`src/rtl/rr_sel_arbiter4_if.sv`:
```
// Bus bundle for rr_sel_arbiter4: client request/enable/release inputs and the
// active-low one-hot select outputs.
interface rr_sel_arbiter4_if;
  logic       en_n;
  logic [3:0] req;
  logic       done;
  logic [3:0] gnt_n;
  logic [1:0] gnt_idx;
  logic       gnt_valid;

  modport master (
    output en_n, req, done,
    input  gnt_n, gnt_idx, gnt_valid
  );

  modport slave (
    input  en_n, req, done,
    output gnt_n, gnt_idx, gnt_valid
  );
endinterface

```
`src/rtl/rr_sel_arbiter4.sv`:
```
// Four-client round-robin arbiter with an active-low one-hot grant bus.
// Define ARB_TIMEOUT_EN to force-release any grant after HOLD_MAX cycles.
module rr_sel_arbiter4 #(
  parameter int HOLD_MAX = 8
) (
  input  logic          clk,
  input  logic          rst_n,
  rr_sel_arbiter4_if.slave bus
);

  typedef enum logic [1:0] {
    IDLE  = 2'b01,
    GRANT = 2'b10
  } state_e;

  state_e     state_q, state_d;
  logic [3:0] gntN_q, gntN_d;
  logic [1:0] gntIdx_q, gntIdx_d;
  logic       gntValid_q, gntValid_d;
  logic [1:0] ptr_q, ptr_d;

  logic [1:0] winner;
  logic [1:0] cand;
  logic       anyReq;
  logic       relNow;
  logic       timeout;

  if (HOLD_MAX < 1 || HOLD_MAX > 255) begin : gHoldCheck
    $error("HOLD_MAX must be within 1..255");
  end

`ifdef ARB_TIMEOUT_EN
  logic [7:0] holdCnt_q, holdCnt_d;

  assign timeout = (holdCnt_q == 8'(HOLD_MAX - 1));

  always_comb begin
    holdCnt_d = 8'd0;
    if (state_q == GRANT && state_d == GRANT) begin
      holdCnt_d = (holdCnt_q == 8'hFF) ? holdCnt_q : holdCnt_q + 8'd1;
    end
  end

  always_ff @(posedge clk or negedge rst_n) begin
    if (!rst_n) begin
      holdCnt_q <= 8'd0;
    end else begin
      holdCnt_q <= holdCnt_d;
    end
  end
`else
  assign timeout = 1'b0;
`endif

  // Scan from the highest offset down so the nearest requester after ptr wins.
  always_comb begin
    winner = ptr_q;
    anyReq = 1'b0;
    cand   = ptr_q;
    for (int k = 3; k >= 0; k--) begin
      cand = ptr_q + 2'(k);
      if (bus.req[cand]) begin
        winner = cand;
        anyReq = 1'b1;
      end
    end
  end

  assign relNow = bus.done | ~bus.req[gntIdx_q] | bus.en_n | timeout;

  always_comb begin
    state_d    = state_q;
    gntN_d     = gntN_q;
    gntIdx_d   = gntIdx_q;
    gntValid_d = gntValid_q;
    ptr_d      = ptr_q;
    case (state_q)
      IDLE: begin
        gntN_d     = 4'hF;
        gntValid_d = 1'b0;
        if (!bus.en_n && anyReq) begin
          state_d    = GRANT;
          gntN_d     = ~(4'b0001 << winner);
          gntIdx_d   = winner;
          gntValid_d = 1'b1;
        end
      end
      GRANT: begin
        if (relNow) begin
          state_d    = IDLE;
          gntN_d     = 4'hF;
          gntValid_d = 1'b0;
          ptr_d      = gntIdx_q + 2'd1;
        end
      end
      default: begin
        state_d    = IDLE;
        gntN_d     = 4'hF;
        gntValid_d = 1'b0;
      end
    endcase
  end

  always_ff @(posedge clk or negedge rst_n) begin
    if (!rst_n) begin
      state_q    <= IDLE;
      gntN_q     <= 4'hF;
      gntIdx_q   <= 2'd0;
      gntValid_q <= 1'b0;
      ptr_q      <= 2'd0;
    end else begin
      state_q    <= state_d;
      gntN_q     <= gntN_d;
      gntIdx_q   <= gntIdx_d;
      gntValid_q <= gntValid_d;
      ptr_q      <= ptr_d;
    end
  end

  assign bus.gnt_n     = gntN_q;
  assign bus.gnt_idx   = gntIdx_q;
  assign bus.gnt_valid = gntValid_q;

endmodule

```
`src/flat_wrapper.sv`:
```
// flat-port wrapper written by rule: the top's interface ports become plain ports
module rr_sel_arbiter4_flat 
#(
  parameter int HOLD_MAX = 8
)
  (clk, rst_n, bus_en_n, bus_req, bus_done, bus_gnt_n, bus_gnt_idx, bus_gnt_valid);
  rr_sel_arbiter4_if bus_i ();
  input  logic clk;
  input  logic rst_n;
  input wire logic [$bits(bus_i.en_n)-1:0] bus_en_n;
  input wire logic [$bits(bus_i.req)-1:0] bus_req;
  input wire logic [$bits(bus_i.done)-1:0] bus_done;
  output wire logic [$bits(bus_i.gnt_n)-1:0] bus_gnt_n;
  output wire logic [$bits(bus_i.gnt_idx)-1:0] bus_gnt_idx;
  output wire logic [$bits(bus_i.gnt_valid)-1:0] bus_gnt_valid;
  assign bus_i.en_n = bus_en_n;
  assign bus_i.req = bus_req;
  assign bus_i.done = bus_done;
  assign bus_gnt_n = bus_i.gnt_n;
  assign bus_gnt_idx = bus_i.gnt_idx;
  assign bus_gnt_valid = bus_i.gnt_valid;
  rr_sel_arbiter4 #(.HOLD_MAX(HOLD_MAX)) u_core (.clk(clk), .rst_n(rst_n), .bus(bus_i));
endmodule
```
`config.mk`:
```
export PLATFORM = sky130hd
export DESIGN_NAME = rr_sel_arbiter4_flat
export DESIGN_NICKNAME = d
export VERILOG_FILES = /design/src/rtl/rr_sel_arbiter4_if.sv /design/src/rtl/rr_sel_arbiter4.sv /design/src/flat_wrapper.sv
export SDC_FILE = /design/constraint.sdc
export NUM_CORES = 1
export LEC_CHECK = 0
export ABC_AREA = 0
export CAP_MARGIN = 10
export CORE_MARGIN = 8
export CORE_UTILIZATION = 30
export DETAILED_ROUTE_END_ITERATION = 16
export HOLD_SLACK_MARGIN = 0.05
export PLACE_DENSITY = 0.63
export SETUP_SLACK_MARGIN = 0.3
export SLEW_MARGIN = 10
export SYNTH_ARGS = -nofsm -noshare
export SYNTH_HDL_FRONTEND = slang
export SYNTH_SLANG_ARGS = --single-unit
```
`constraint.sdc`:
```
create_clock -name clk -period 1.95 [get_ports clk]
set_clock_uncertainty 0.15 [all_clocks]
set_input_delay 0.39 -clock clk [delete_from_list [all_inputs] [get_ports clk]]
set_output_delay 0.39 -clock clk [all_outputs]
set_load 0.1 [all_outputs]
```
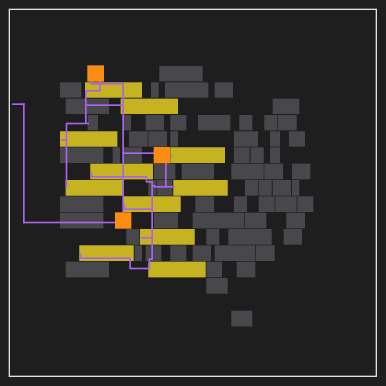
*Routed clock nets over the placement, run 1*
Scale: 6 px per µm.
legend:
  clock wires:
    colour: purple
    length: 163 µm
  flip-flops:
    colour: yellow
    count: 11
  clock drivers:
    colour: orange
    count: 3
routed clock nets: 4

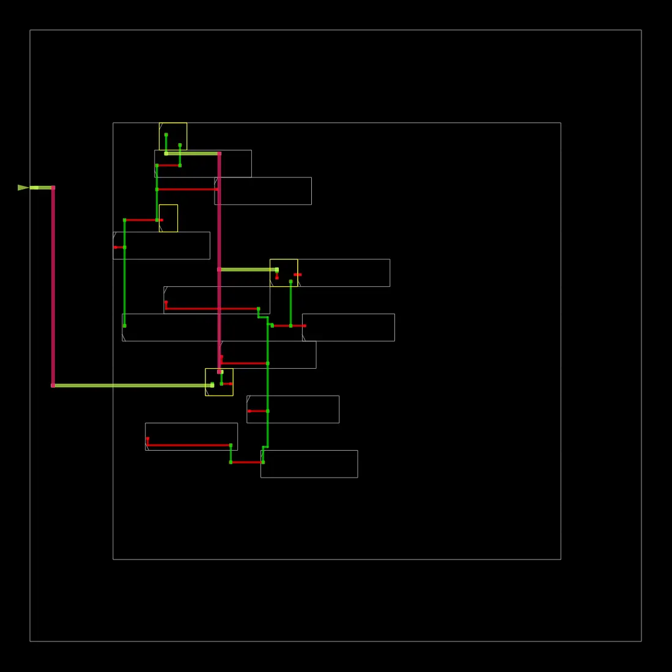
*Clock nets, run 1*
total CTS buffers: 3
clock tree sinks: 11
flop count: 11
Clk power: 157 µW

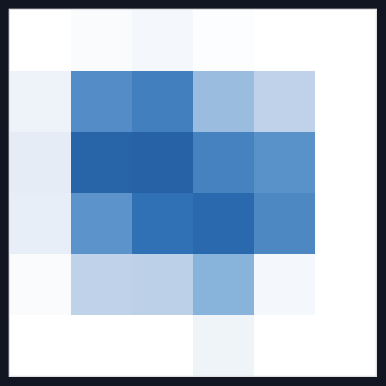
*Cell density map, run 1*
Scale: 6 px per µm. The die is cut into 6 by 6 equal tiles; white is low, dark blue is high, 0 to 100% covered.
tiles over 75% full: 8.3%
mean over tiles: 25%
densest ninth of the die: middle
Layout Utilization: 0.503
Initial Util: 0.312
area of the core: 0.00194 mm²

==> flow_summary.toml, run 1 <==
# synthesis and place-and-route metrics
[synth]
simple_gate_share = 0.198
fp_nets = 60
xor_area_frac = 0.0145
async_flop_share = 1.00
synthMostInstantiatedCell = "dfrtp_1"
ys_sh_adder = 0
mux_share = 0.0888
synthFlopType = "dfrtp_1"
yosysWarningCount = 0
common_cells = "6 x dfrtp_1, 5 x dfstp_2, 5 x inv_1, 5 x nor2b_1, 4 x a32oi_1"
synth_seq_share = 0.465
synth-edff-count = 0
synth_cells = 52
ys_ff = 11
synthAoiAreaFrac = 0.202
top_area_frac = 0.248
ys_area_um2 = 606
syn-cell-area_um2 = 606
syn_avg_cell_area_um2 = 11.6
synthTopLogicFamily = "AND-OR/OR-AND gates"

[setup_path]
setup.worst_path.start = "u_core.bus.gnt_idx[0]$_DFFE_PN0P_"
rrSetupSlack_ns = 0.25
critPathSlowestCell = "dfrtp_4"
cp.depth = 4
cp-end-kind = "flip-flop"
crit_family = "AND-OR/OR-AND gates"
critPathMaxFanout = 2
critPathLaunchType = "flip-flop"
max_stage_delay_ns = 0.49
worstReg2RegEnd = "u_core.ptr_q[1]$_DFFE_PN0P_"
ff2ff_path_depth = 4
cp_cell_sequence = "mux2i_1, a211o_1, o21ai_2, mux2_4"
crit_arrival_ns = 1.72
crit_end = "u_core.ptr_q[1]$_DFFE_PN0P_"
cp.required_ns = 1.97
r2r-start = "u_core.bus.gnt_idx[0]$_DFFE_PN0P_"

[finish]
final_area_um2 = 976
diodes = 0
n_fill_cell = 188
fin_cells = 105
area_dominant_class = "combinational gates"
layout.nonclk_buf_frac = 0.272
comb_share = 0.353
final_cell_mix = "8 x buf_4, 7 x buf_12, 5 x inv_1, 5 x dfstp_2"
layout_top_cell = "buf_4"
seq_area_um2 = 287
drive_gt1_frac = 0.487
seq_share = 0.294
area_delta_synth_final_pct = 61.2
comb_cells = 36
buffers_excl_clock = 22
logic_area_um2 = 344
largest_reg_flops = 4
inv_count = 5
num-clock-buffers = 3

[place]
gp_congestion = 0.726
dpl.cell_count = 100
dp.final_hpwl_um = 1090
place.port_buffers = 14

[power]
powerDensity_mw_per_mm2 = 1410
clockPowerShare = 0.114
seqPwrFrac = 0.295
p_sw_uw = 637
power_combinational_uw = 814
p_total_mw = 1.38
powerSeq_uw = 406
swShare = 0.462
p_leak_nw = 0.448
intPower_uw = 740

[global_routing]
grt_util_met2 = 0.125
gr-usage-all-layers = 0.0907
gr-usage-met1 = 0.106
grtUsageMet3 = 0.0403
grt-ovfl-total = 0
grt_max_degree = 12
busiest_layer = "met2"
grt_first_pass_wirelength_um = 2400

[final_timing]
worstMarginPinSlew_ns = 0.500
fin_setup_tns_ns = 0
fin_hold_ws_ns = 0.294
finalClockPeriodUsage = 0.874
setup_ws_ns = 0.245
maxSlewViolCount = 0
final-hold-violation-count = 0
rsz0062_at_grt = "yes"
setup_viol = 0
slew_headroom = 0.666
fin_crit_ns = 1.70

[die]
row_count = 16
io_pins = 15
nWellTaps = 27
die_x_um = 60.9
die_h_um = 60.9

[outcome]
status = "finished, final reports clean"

[cts]
post_cts_buffers = 1
root_buffer = "clkbuf_4"
cts_tree = "built"
clock_latency_ns = 0.28
ctsHoldBuffers = 0
cts_buffer_depth = 2
post_cts_resized = 7

[drt]
drc = 0
vias = 505
wirelength_met1_um = 672
drt_pass1_iterations = 4
drtIter0Drc = 3
wl_met2_um = 605
ant_nets = 0
wl_um = 1420

[hold_path]
hp-class = "in2async"

[run]
warning_count = 29
maxCapViolCount = 0
==> run 2: changes to the inputs <==
CAP_MARGIN = default   (was 10)
==> run 2 against run 1 <==
Net effect:
- non-clock buffer count unchanged
- highest routed layer unchanged
- synthesized cell count did not move
- critical path type unchanged
- flip-flop count did not move
==> flow_summary.toml, run 2 <==
# synthesis and place-and-route metrics
[outcome]
status = "finished, final reports clean"

[cts]
post_cts_resized = 7
clock-sinks = 11
clk_pin_slew_worst_paths_ns = 0.08
htreeDepth = 1
cts_buffer_depth = 2
root_buffer = "clkbuf_4"
cts_buffers = 3
post_cts_buffers = 1
cts_tree = "built"
ctsHoldBuffers = 0

[setup_path]
cp-end-kind = "flip-flop"
critPathSlowestCell = "dfrtp_4"
setup.worst_path.start = "u_core.bus.gnt_idx[0]$_DFFE_PN0P_"
cp_cell_sequence = "mux2i_1, a211o_1, o21ai_2, mux2_4"
ff2ff_path_depth = 4
r2r-start = "u_core.bus.gnt_idx[0]$_DFFE_PN0P_"
path_buffers = 0
max_stage_delay_ns = 0.49
crit_family = "AND-OR/OR-AND gates"
worstReg2RegEnd = "u_core.ptr_q[1]$_DFFE_PN0P_"
critPathLaunchType = "flip-flop"
critPathMaxFanout = 2
crit_arrival_ns = 1.72
cp.depth = 4
rrSetupSlack_ns = 0.25
crit_end = "u_core.ptr_q[1]$_DFFE_PN0P_"
crit_type = "reg2reg"
cp.required_ns = 1.97

[finish]
layout_top_cell = "buf_4"
area_delta_synth_final_pct = 61.2
comb_cells = 36
comb_share = 0.353
post-route-util = 0.503
diodes = 0
seq_area_um2 = 287
buffers_excl_clock = 22
largest_reg_flops = 4
final_area_um2 = 976
fin_cells = 105
area_dominant_class = "combinational gates"
clk_share = 0.0282
inv_count = 5
final_cell_mix = "8 x buf_4, 7 x buf_12, 5 x inv_1, 5 x dfstp_2"
layout.nonclk_buf_frac = 0.272
n_fill_cell = 188
drive_gt1_frac = 0.487
seq_cell_count = 11
logic_area_um2 = 344
seq_share = 0.294

[synth]
syn-cell-area_um2 = 606
top_area_frac = 0.248
fp_nets = 60
synth-edff-count = 0
simple_gate_share = 0.198
ys_cells = 52
ys_area_um2 = 606
synth.distinct_cells = 27
async_flop_share = 1.00
ys_sh_adder = 0
synthMostInstantiatedCell = "dfrtp_1"
common_cells = "6 x dfrtp_1, 5 x dfstp_2, 5 x inv_1, 5 x nor2b_1, 4 x a32oi_1"
largest_area_cell = "dfrtp_1"
yosysWarningCount = 0
mux_share = 0.0888
synth_seq_share = 0.465
xor_area_frac = 0.0145
topCellsByArea = "dfrtp_1 25%, dfstp_2 22%, a32oi_1 5.8%, mux2_2 5.6%, nor2b_1 5.2%"
synth_cells = 52
synthFlopType = "dfrtp_1"
synthTopLogicFamily = "AND-OR/OR-AND gates"
syn_avg_cell_area_um2 = 11.6
ys_ff = 11
synthAoiAreaFrac = 0.202

[global_routing]
grtUsageMet3 = 0.0403
grt_pass1_vias = 548
grt_max_degree = 12
grt-ovfl-total = 0
busiest_layer = "met2"
gr-usage-all-layers = 0.0907
grt_util_met2 = 0.125
grt_first_pass_wirelength_um = 2400

[die]
io_pins = 15
die_area_mm2 = 0.00371
die_h_um = 60.9
die_x_um = 60.9
nWellTaps = 27
row_count = 16
fp_util = 0.312
design.core.area_mm2 = 0.00194

[place]
pre_cts_ws_ns = -0.192
dpl.cell_count = 100
place.port_buffers = 14
gp_congestion = 0.726
placed_area_um2 = 912
dp.final_hpwl_um = 1090

[final_timing]
rsz0062_at_grt = "yes"
fin_crit_ns = 1.70
final-hold-violation-count = 0
fmax_mhz = 587
worstMarginPinSlew_ns = 0.500
setup_ws_ns = 0.245
slew_headroom = 0.666
setup_viol = 0
fin_hold_ws_ns = 0.294
finalClockPeriodUsage = 0.874
maxSlewViolCount = 0
fin_setup_tns_ns = 0

[drt]
wirelength_met1_um = 672
ant_nets = 0
drc = 0
drtIter0Drc = 3
vias_per_cell = 4.81
drt_pass1_iterations = 4
wl_met3_um = 100
wl_per_cell_um = 13.5
wl_met2_um = 605

[power]
p_leak_nw = 0.448
power_combinational_uw = 814
powerSeq_uw = 406
clockPowerShare = 0.114
p_total_mw = 1.38
powerClk_uw = 157
seqPwrFrac = 0.295
ir_drop_mv = 1.38
powerDensity_mw_per_mm2 = 1410
p_sw_uw = 637
intPower_uw = 740
swShare = 0.462
top_power_group = "combinational cells"

[run]
warning_count = 29
maxCapViolCount = 0

[hold_path]
hp-class = "in2async"
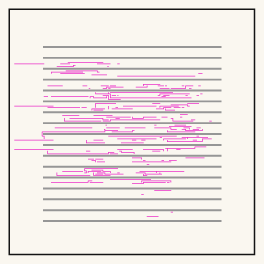
*The metal 1 layer, run 2*
Scale: 4 px per µm. Supply wires on this layer in grey.
share of all routed wire: 47%
nets with wire on the layer: 73
via count: 505
final wirelength: 1420 µm
GR Util met1: 0.106

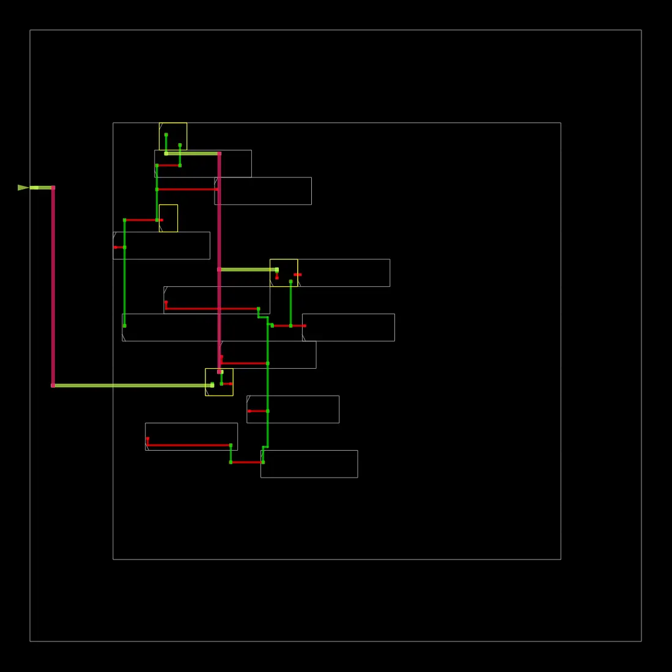
*Clock nets, run 2*
clk_lat worst skew: 0.28 ns
clock buffer count: 3

Power and IR drop assume default switching activity.
